### Routing congestion map, run 1

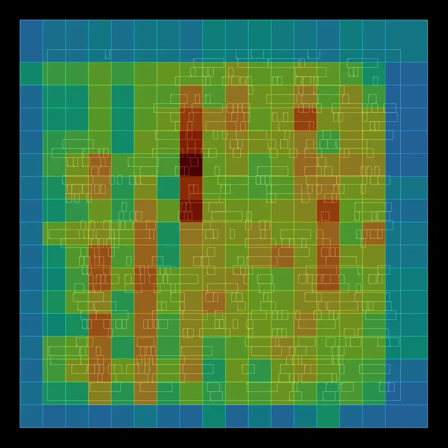
### M2 wires, run 1

Bar = 20 µm.
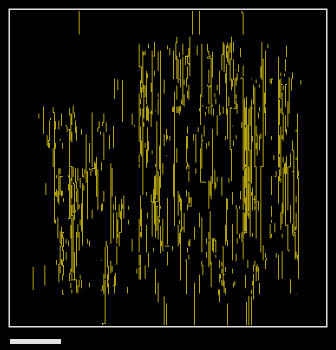
### Gate-type map, run 1

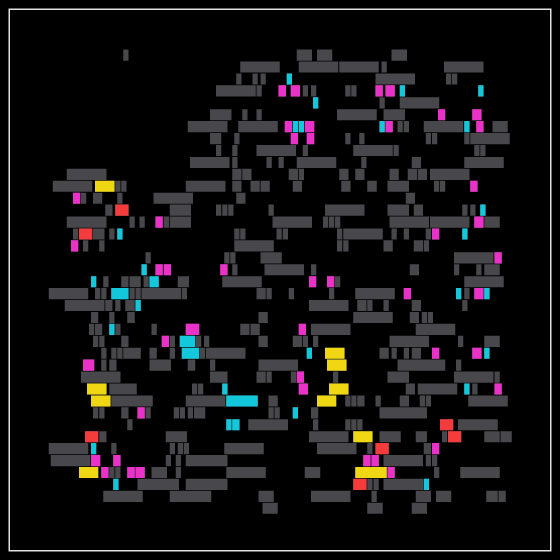
### Where the registers sit, run 1

Bar = 20 µm. Other sequential cells in the stronger gray, the rest of the logic in the fainter gray.
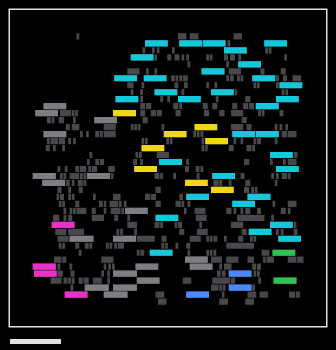
File: src/rtl/uart_pkg.sv
// Shared types for the Metron UART: receiver state encoding and parity helper.
package uart_pkg;

  typedef enum logic [2:0] {
    IDLE,
    START,
    DATA,
    PARITY,
    STOP,
    BREAK
  } uart_rx_state_e;

  // Frames carry at most 9 data bits; narrower words are zero-extended by the caller.
  function automatic logic uart_parity(input logic [8:0] data, input logic odd);
    return (^data) ^ odd;
  endfunction

endpackage

File: src/rtl/uart_fifo.sv
// Small synchronous FIFO with registered storage; head word is read combinationally.
module uart_fifo #(
  parameter int WIDTH = 8,
  parameter int DEPTH = 4
) (
  input  logic                       clk,
  input  logic                       resetn,
  input  logic                       i_push,
  input  logic [WIDTH-1:0]           i_wdata,
  input  logic                       i_pop,
  output logic [WIDTH-1:0]           o_rdata,
  output logic                       o_full,
  output logic                       o_empty,
  output logic [$clog2(DEPTH):0]     o_count
);
  localparam int AW = $clog2(DEPTH);

  logic [WIDTH-1:0] r_mem [DEPTH];
  logic [AW-1:0]    r_wptr, r_rptr;
  logic [AW:0]      r_count;
  logic             w_push, w_pop;

  assign o_empty = (r_count == '0);
  assign o_full  = (r_count == (AW+1)'(DEPTH));
  assign o_count = r_count;
  assign o_rdata = r_mem[r_rptr];

  // A full FIFO still accepts a push when the head leaves on the same cycle.
  assign w_pop  = i_pop & ~o_empty;
  assign w_push = i_push & (~o_full | w_pop);

  always_ff @(posedge clk or negedge resetn) begin
    if (!resetn) begin
      for (int i = 0; i < DEPTH; i++) r_mem[i] <= '0;
      r_wptr  <= '0;
      r_rptr  <= '0;
      r_count <= '0;
    end else begin
      if (w_push) begin
        r_mem[r_wptr] <= i_wdata;
        r_wptr        <= r_wptr + 1'b1;
      end
      if (w_pop) r_rptr <= r_rptr + 1'b1;
      case ({w_push, w_pop})
        2'b10:   r_count <= r_count + 1'b1;
        2'b01:   r_count <= r_count - 1'b1;
        default: r_count <= r_count;
      endcase
    end
  end

endmodule

File: src/rtl/uart_rx_fifo.sv
// Oversampling UART receiver with majority vote and error detection, feeding uart_fifo.
// Define UART_RX_PARITY_EN to expect a parity bit after the data bits.
module uart_rx_fifo
  import uart_pkg::*;
#(
  parameter int CLOCKS_PER_BIT = 16,
  parameter int DATA_BITS      = 8,
  parameter int STOP_BITS      = 1,
  parameter int PARITY_ODD     = 0,
  parameter int FIFO_DEPTH     = 4
) (
  input  logic                          clk,
  input  logic                          resetn,
  input  logic                          in_serial,
  output logic [DATA_BITS-1:0]          out_data,
  output logic                          out_valid,
  input  logic                          in_ready,
  output logic [$clog2(FIFO_DEPTH):0]   out_count,
  output logic                          out_frame_err,
  output logic                          out_parity_err,
  output logic                          out_overrun
);
  localparam int H  = CLOCKS_PER_BIT / 2;
  localparam int PW = $clog2(CLOCKS_PER_BIT);
  localparam logic [PW-1:0] PH_LAST = PW'(CLOCKS_PER_BIT - 1);
`ifdef UART_RX_PARITY_EN
  localparam logic PAR_EN = 1'b1;
`else
  localparam logic PAR_EN = 1'b0;
`endif

  logic                 r_sync1, r_sync2, r_hist;
  uart_rx_state_e       r_state;
  logic [PW-1:0]        r_phase;
  logic [3:0]           r_bitcnt;
  logic                 r_stopcnt;
  logic                 r_s0, r_s1;
  logic [DATA_BITS-1:0] r_shift;
  logic                 r_stop_bad, r_par_bad;
  logic                 r_frame_err, r_parity_err, r_overrun;

  logic       w_fall, w_dec_pt, w_dec, w_final, w_frame_bad, w_par_fail, w_good;
  logic       w_full, w_empty;
  logic [8:0] w_shift_ext;

  assign w_fall      = r_hist & ~r_sync2;
  assign w_dec_pt    = (r_phase == PW'(H + 1));
  assign w_dec       = (r_s0 & r_s1) | (r_s0 & r_sync2) | (r_s1 & r_sync2);
  assign w_final     = (r_state == STOP) & w_dec_pt & (r_stopcnt == 1'(STOP_BITS - 1));
  assign w_frame_bad = r_stop_bad | ~w_dec;
  // Constant-false when parity is not compiled in, so the checker folds away.
  assign w_par_fail  = PAR_EN & r_par_bad;
  assign w_good      = w_final & ~w_frame_bad & ~w_par_fail;
  assign w_shift_ext = 9'(r_shift);

  always_ff @(posedge clk or negedge resetn) begin
    if (!resetn) begin
      r_sync1      <= 1'b1;
      r_sync2      <= 1'b1;
      r_hist       <= 1'b1;
      r_state      <= IDLE;
      r_phase      <= '0;
      r_bitcnt     <= '0;
      r_stopcnt    <= 1'b0;
      r_s0         <= 1'b1;
      r_s1         <= 1'b1;
      r_shift      <= '0;
      r_stop_bad   <= 1'b0;
      r_par_bad    <= 1'b0;
      r_frame_err  <= 1'b0;
      r_parity_err <= 1'b0;
      r_overrun    <= 1'b0;
    end else begin
      r_sync1      <= in_serial;
      r_sync2      <= r_sync1;
      r_hist       <= r_sync2;
      r_frame_err  <= w_final & w_frame_bad;
      r_parity_err <= w_final & ~w_frame_bad & w_par_fail;
      r_overrun    <= w_good & w_full & ~in_ready;

      if (r_phase == PW'(H - 1)) r_s0 <= r_sync2;
      if (r_phase == PW'(H))     r_s1 <= r_sync2;

      // The edge-detect cycle is phase 0, so the first START cycle is phase 1.
      if (r_state == IDLE) r_phase <= w_fall ? PW'(1) : '0;
      else                 r_phase <= (r_phase == PH_LAST) ? '0 : r_phase + 1'b1;

      case (r_state)
        IDLE:  if (w_fall) r_state <= START;
        START: if (w_dec_pt) begin
          if (w_dec) r_state <= IDLE;
          else begin
            r_state  <= DATA;
            r_bitcnt <= '0;
          end
        end
        DATA: if (w_dec_pt) begin
          r_shift <= {w_dec, r_shift[DATA_BITS-1:1]};
          if (r_bitcnt == 4'(DATA_BITS - 1)) begin
            r_bitcnt   <= '0;
            r_stopcnt  <= 1'b0;
            r_stop_bad <= 1'b0;
            r_state    <= PAR_EN ? PARITY : STOP;
          end else begin
            r_bitcnt <= r_bitcnt + 4'd1;
          end
        end
        PARITY: if (w_dec_pt) begin
          r_par_bad <= w_dec ^ uart_parity(w_shift_ext, PARITY_ODD != 0);
          r_state   <= STOP;
        end
        // A good frame leaves at the decision phase so the next start edge is not missed.
        STOP: if (w_dec_pt) begin
          if (w_final) r_state <= w_frame_bad ? BREAK : IDLE;
          else begin
            r_stop_bad <= r_stop_bad | ~w_dec;
            r_stopcnt  <= 1'b1;
          end
        end
        BREAK:   if (r_sync2) r_state <= IDLE;
        default: r_state <= IDLE;
      endcase
    end
  end

  uart_fifo #(
    .WIDTH (DATA_BITS),
    .DEPTH (FIFO_DEPTH)
  ) u_fifo (
    .clk     (clk),
    .resetn  (resetn),
    .i_push  (w_good),
    .i_wdata (r_shift),
    .i_pop   (in_ready),
    .o_rdata (out_data),
    .o_full  (w_full),
    .o_empty (w_empty),
    .o_count (out_count)
  );

  assign out_valid      = ~w_empty;
  assign out_frame_err  = r_frame_err;
  assign out_parity_err = r_parity_err;
  assign out_overrun    = r_overrun;

endmodule

File: config.mk
export PLATFORM = sky130hd
export DESIGN_NAME = uart_rx_fifo
export DESIGN_NICKNAME = d
export VERILOG_FILES = /design/src/rtl/uart_pkg.sv /design/src/rtl/uart_fifo.sv /design/src/rtl/uart_rx_fifo.sv
export SDC_FILE = /design/constraint.sdc
export NUM_CORES = 1
export LEC_CHECK = 0
export ABC_AREA = 1
export CELL_PAD_IN_SITES_DETAIL_PLACEMENT = 0
export CELL_PAD_IN_SITES_GLOBAL_PLACEMENT = 2
export CORE_MARGIN = 8
export CORE_UTILIZATION = 29
export CTS_BUF_LIST = sky130_fd_sc_hd__clkbuf_8
export DETAILED_ROUTE_END_ITERATION = 10
export PLACE_DENSITY = 0.63
export SYNTH_ARGS = -nofsm -noshare
export SYNTH_HDL_FRONTEND = slang
export SYNTH_SLANG_ARGS = --single-unit
File: constraint.sdc
create_clock -name clk -period 5.51 [get_ports clk]
set_input_delay 1.102 -clock clk [delete_from_list [all_inputs] [get_ports clk]]
set_output_delay 1.102 -clock clk [all_outputs]
set_load 0.01 [all_outputs]
==> results.rst, run 1 <==
Implementation results
======================

.. list-table::
   :header-rows: 1

   * - Metric
     - Value
   * - Number of warnings issued by yosys
     - 0
   * - Placed Cells
     - 538
   * - Reg2Reg Setup Slack
     - 2.97 ns
   * - Number of nets in the layout
     - 420
   * - Min-Delay Endpoint
     - r_sync2
   * - Period minus WS final
     - 3.34 ns
   * - Max FFs per register
     - 32
   * - Capturing instance or port of the critical path
     - out_data[7]
   * - Post-Place Cell Area
     - approximately 0.0036 mm²
   * - Quantity of hold-fixing buffers added after cts
     - 0
   * - Number of global-route vias before repair
     - about 2700
   * - Global-route wire length before repair
     - around 14 mm
   * - Result of the run
     - finished, final reports clean
   * - Critical Setup Path Class
     - reg -> out
   * - Die width
     - about 120 µm
   * - Multiplexer share of the synthesized area
     - 0
   * - Number of hold violations in the final report
     - 0
   * - Gate count after technology mapping
     - 390
   * - Most frequently placed logic cells in the final layout
     - sky130_fd_sc_hd__nand2_1 (127), sky130_fd_sc_hd__dfrtp_1 (62), sky130_fd_sc_hd__nand4_1 (37), sky130_fd_sc_hd__o21ai_0 (28)
   * - GRT overflow
     - 0
   * - TritonCTS clock tree
     - built
   * - Number of synthesized flops with an enable pin
     - 0
   * - Final cell area excluding filler cells
     - 0.00384 mm²
   * - Depth of the worst register-to-register path
     - 9
   * - Clock Power Share
     - 0.312
   * - Worst Tran Pin Value
     - ~0.89 ns
   * - Resize count post-CTS
     - 0
   * - Commonest non-fill, non-tap cell in the layout
     - sky130_fd_sc_hd__nand2_1
   * - Max transition margin
     - 0.405
   * - Post-synthesis cell type with the largest instance count
     - sky130_fd_sc_hd__nand2_1
   * - Required time of the critical path
     - around 4.4 ns
   * - Logic pwr share
     - 0.309
   * - Area of the core region
     - around 0.011 mm²
   * - Yosys reg bits
     - 67
   * - Comb area leader
     - simple AND/OR/NAND/NOR gates
   * - CP cell instances
     - buf_4 -> inv_1 -> o21ai_0 -> o22ai_1 -> clkdlybuf4s50_1
   * - Distinct lib cells used
     - 35
   * - Highest fanout seen on the critical path
     - 19
   * - TritonCTS Buffers
     - 9
   * - Placement-stage worst setup slack
     - approximately 2.3 ns
   * - Crit path buf inv count
     - 3
   * - Most area-consuming cells after synthesis
     - sky130_fd_sc_hd__dfrtp_1 (47%), sky130_fd_sc_hd__nand2_1 (14%), sky130_fd_sc_hd__nand4_1 (6.9%)
   * - Final core utilization
     - 0.339
   * - Register with the most flip-flops
     - u_fifo.r_mem
   * - Total negative slack for setup checks
     - 0 ns
   * - Hold wc startpoint
     - r_sync1
   * - Switching power total
     - 0.514 mW
   * - Vertical die dimension
     - 123 µm
   * - Kind of start point of the critical path
     - flop
   * - Cells on Worst Hold Path
     - 0
   * - Ys cells
     - between 300 and 400
   * - Inserted Diodes
     - 0
   * - Via count
     - ~2600
   * - Maximum number of buffers from clock root to sink
     - 2
   * - Worst path slowest cell
     - sky130_fd_sc_hd__clkdlybuf4s50_1
   * - Chip area
     - about 0.015 mm²
   * - Synth cell count leaders
     - sky130_fd_sc_hd__nand2_1 (127), sky130_fd_sc_hd__dfrtp_1 (62), sky130_fd_sc_hd__nand4_1 (37)
   * - Synthesized netlist net count
     - slightly above 400
   * - Violation count after the first detailed-route iteration
     - between 100 and 150
   * - Average size of a mapped cell
     - ~8.5 µm²
   * - Detailed Place HPWL
     - approximately 5.5 mm
   * - Max rail drop VDD
     - just over 0.3 mV
   * - Post-Route Hold Slack
     - ~0.36 ns
   * - Cell internal power dissipation
     - just over 1 mW
   * - Initial antenna violation count
     - 0
   * - Final count of negative-setup-slack endpoints
     - 0
   * - Clk ins delay skew pair
     - 0.36 ns
   * - Setup repair after global routing missed its margin
     - no
   * - Clock-pin slew on the worst setup and hold paths
     - roughly 0.07 ns
   * - Final RePlAce weighted congestion
     - 0.732
   * - Post-route antenna net violation count
     - 0
   * - Total wirelength of the detailed-routed design
     - roughly 8.3 mm
   * - Switching share of power
     - 0.337
   * - Drt pass-1 iters
     - 4
   * - Worst setup startpoint
     - u_fifo.r_rptr[0]
   * - Power per cell area
     - approximately 400 mW/mm²
   * - Worst min-delay path class
     - reg -> reg
   * - Fp util
     - 0.294
   * - Number of H-tree levels
     - 3
   * - Critical register-to-register path endpoint
     - u_fifo.o_count[1]
   * - Yosys synthesis chip area
     - roughly 0.0033 mm²
   * - Fin. max-slew vios
     - 0
   * - Yosys adder share
     - 0.0398
   * - Final Cycle Share
     - 0.606
   * - Ratio of cells with drive above 1 in the final layout
     - 0.0876
   * - Total Power
     - ~1.5 mW
   * - Longest individual stage delay on the worst path
     - approximately 0.57 ns
   * - Sequential element share of the synthesized area
     - 0.505
   * - Largest type area fraction
     - 0.466
Back to the opening pictures, 'Routing congestion map':
global route hottest layer: met2
all-layer global routing usage: 0.122
met1 track demand over resource: 0.153
grt met3 use: 0.0301

Back to the opening pictures, 'M2 wires':
nets with wire on the layer	326
share of all routed wire	47%
longest straight run	53.4 µm

Back to the opening pictures, 'Gate-type map':
color	family	cells
magenta	aoi and oai cells	45
cyan	nor cells	32
red	xor and xnor cells	7
yellow	fa/ha/maj cells	10

Back to the opening pictures, 'Where the registers sit':
color	signal	sequential cells
green	u_fifo.r_rptr	2
magenta	r_phase	4
yellow	r_shift	8
blue	u_fifo.o_count	3
cyan	u_fifo.r_mem	32
sequential cell area share: 0.439
area occupied by registers: 0.00168 mm²

-- run 1: power groups by stage --
stage	registers, mW	clock network (mW)	logic [mW]
finish	0.578	0.476	0.471
floorplan	0.579	0	0.284
global placement	0.588	0	0.486
detailed placement	0.589	0	0.486
global route	0.587	0.516	0.535
CTS	0.580	0.493	0.487
-- run 1: layer usage --
layer / GRT usage / part of all wire / vias up / wire [µm]
met5: 0 / 0 / - / 0
met4: 0.0587 / 0.017 / 0 / 139
met3: 0.0301 / 0.032 / 10 / 264
met2: 0.193 / 0.47 / 28 / 3920
met1: 0.153 / 0.48 / 1277 / 4020
li1: - / - / 1329 / -
-- run 1: cell type report --
class,count,area (µm²)
fillers,1239,7480
flip-flops and latches,67,1680
multi-input cells,281,1460
repair buffers,20,188
well taps,143,179
clock buffers,11,151
inverters,27,101
clock inverters,5,76.3
## Run 2: what changed since run 1
--- a/config.mk
+++ b/config.mk
@@ -12,7 +12,7 @@
 export CORE_UTILIZATION = 29
 export CTS_BUF_LIST = sky130_fd_sc_hd__clkbuf_8
 export DETAILED_ROUTE_END_ITERATION = 10
-export PLACE_DENSITY = 0.63
+export PLACE_DENSITY = 0.66
 export SYNTH_ARGS = -nofsm -noshare
 export SYNTH_HDL_FRONTEND = slang
 export SYNTH_SLANG_ARGS = --single-unit
==> constraint.sdc (replaced) <==
create_clock -name clk -period 3 [get_ports clk]
set_input_delay 0.6 -clock clk [delete_from_list [all_inputs] [get_ports clk]]
set_output_delay 0.6 -clock clk [all_outputs]
set_load 0.01 [all_outputs]
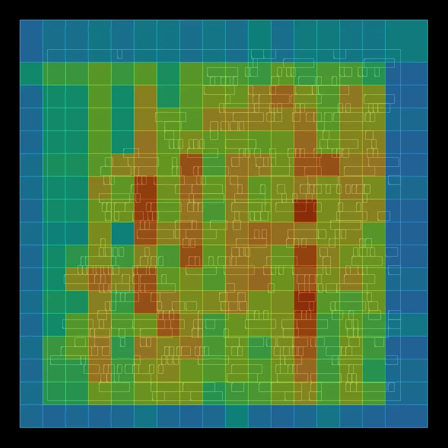
*Routing congestion map, run 2*
final core utilization: 0.340
all-layer global routing usage: 0.126
grt met3 use: 0.0237
met2 GRT Util: 0.192
met1 track demand over resource: 0.166

==> run 2 against run 1 <==
Clock power up 72%. Clock skew down 0.00093 ns. Core utilization up 0.13 points. Power up 81%. Design area up 0.39%. Hold slack worse by 0.18 ns. Critical path depth down 1. Largest cell class unchanged.
==> results.rst, run 2 <==
Implementation results
======================

.. list-table::
   :header-rows: 1

   * - Metric
     - Value
   * - Result of the run
     - finished, final reports clean
   * - Placed Cells
     - about 540
   * - Inserted Diodes
     - 0
   * - Total wirelength of the detailed-routed design
     - 8.44 mm
   * - Worst min-delay path class
     - in -> async
   * - Final cell area excluding filler cells
     - between 0.003 and 0.004 mm²
   * - Highest-power group
     - registers
   * - Final Cycle Share
     - 0.911
   * - Clock group total power
     - 0.819 mW
   * - Max rail drop VDD
     - ~0.43 mV
   * - Yosys synthesis chip area
     - between 0.003 and 0.004 mm²
   * - Yosys reg bits
     - between 60 and 70
   * - Number of filler cells placed in the layout
     - between 1000 and 1500
   * - Die width
     - approximately 120 µm
   * - Largest type area fraction
     - 0.466
   * - Comb area leader
     - simple AND/OR/NAND/NOR gates
   * - Required time of the critical path
     - between 2 and 2.5 ns
   * - Most frequently placed logic cells in the final layout
     - sky130_fd_sc_hd__nand2_1 (127), sky130_fd_sc_hd__dfrtp_1 (62), sky130_fd_sc_hd__nand4_1 (37), sky130_fd_sc_hd__o21ai_0 (28), sky130_fd_sc_hd__nor2_1 (26)
   * - Critical Setup Path Class
     - reg -> out
   * - Max FFs per register
     - 32
   * - Sequential element share of the synthesized area
     - 0.505
   * - Most area-consuming cells after synthesis
     - sky130_fd_sc_hd__dfrtp_1 (47%), sky130_fd_sc_hd__nand2_1 (14%), sky130_fd_sc_hd__nand4_1 (6.9%)
   * - Longest individual stage delay on the worst path
     - around 0.6 ns
   * - Multiplexer share of the synthesized area
     - 0
   * - Final count of negative-setup-slack endpoints
     - 0
   * - Quantity of hold-fixing buffers added after cts
     - 0
   * - Switching power total
     - just under 1 mW
   * - Kind of start point of the critical path
     - flop
   * - TritonCTS clock tree
     - built
   * - Post-synthesis cell type with the largest instance count
     - sky130_fd_sc_hd__nand2_1
   * - CP cell instances
     - inv_1 -> o21ai_0 -> o22ai_1 -> clkdlybuf4s50_1
   * - Clock Power Share
     - 0.296
   * - Cell internal power dissipation
     - about 1.8 mW
   * - Area of the core region
     - 0.0113 mm²
   * - Critical register-to-register path endpoint
     - u_fifo.o_count[2]
   * - Logic pwr share
     - 0.320
   * - GRT overflow
     - 0
   * - Violation count after the first detailed-route iteration
     - between 100 and 150
   * - Via count
     - about 2700
   * - Amount of wire on met3 after detailed routing
     - around 240 µm
   * - Setup repair after global routing missed its margin
     - no
   * - Period minus WS final
     - between 2 and 3 ns
   * - Highest fanout seen on the critical path
     - 9
   * - Power in sequential cells
     - roughly 1.1 mW
   * - Number of hold violations in the final report
     - 0
   * - Chip area
     - about 0.015 mm²
   * - Met2 wire length
     - 3.90 mm
   * - Vertical die dimension
     - roughly 120 µm
   * - Number of warnings issued by yosys
     - 0
   * - Worst Tran Pin Value
     - 0.562 ns
   * - Total negative slack for setup checks
     - 0 ns
   * - Detailed Place HPWL
     - approximately 5.6 mm
   * - Number of nets in the layout
     - about 420
   * - Resize count post-CTS
     - 0
   * - Global route hottest layer
     - met2
   * - Ratio of cells with drive above 1 in the final layout
     - 0.0988
   * - Reg2Reg Setup Slack
     - slightly below 0.8 ns
   * - Post-Route Hold Slack
     - about 0.18 ns
   * - Max transition margin
     - 0.625
   * - Combinational logic power
     - 0.884 mW
   * - Average size of a mapped cell
     - between 8 and 9 µm²
   * - Power per cell area
     - about 700 mW/mm²
   * - Depth of the worst register-to-register path
     - 12
   * - Placement-stage worst setup slack
     - 0.469 ns
   * - TritonCTS Buffers
     - 9
   * - Drt pass-1 iters
     - 6
   * - Number of H-tree levels
     - 3
   * - Yosys adder share
     - 0.0398
   * - Commonest non-fill, non-tap cell in the layout
     - sky130_fd_sc_hd__nand2_1
   * - Register with the most flip-flops
     - u_fifo.r_mem
   * - Clock-pin slew on the worst setup and hold paths
     - around 0.08 ns
   * - Global-route wire length before repair
     - between 10 and 15 mm
[run 2: area by class of cell]
cell class                 instances  area [µm²]  area share
clock buffer                      12         165      0.0429
tap                              143         179      0.0465
sequential                        67        1680       0.437
inverter                          27         101      0.0263
multi-input combinational        281        1460       0.378
timing repair buffer              24         218      0.0565
clock inverter                     4        47.5      0.0123
[run 2: worst max path at each step]
stage	from	to	slack, ns	cells after the start
2_1_floorplan	r_phase[0]	u_fifo.o_count[2]	0.89	12
3_3_place_gp	in_ready	u_fifo.o_count[2]	0.49	9
3_5_place_dp	in_ready	u_fifo.o_count[2]	0.47	9
4_1_cts	u_fifo.r_rptr[0]	out_data[3]	0.24	4
5_1_grt	u_fifo.r_rptr[0]	out_data[3]	0.09	4
6_report	u_fifo.r_rptr[1]	out_data[4]	0.27	4
No activity file was given, so power comes from the tool's default toggle rates.
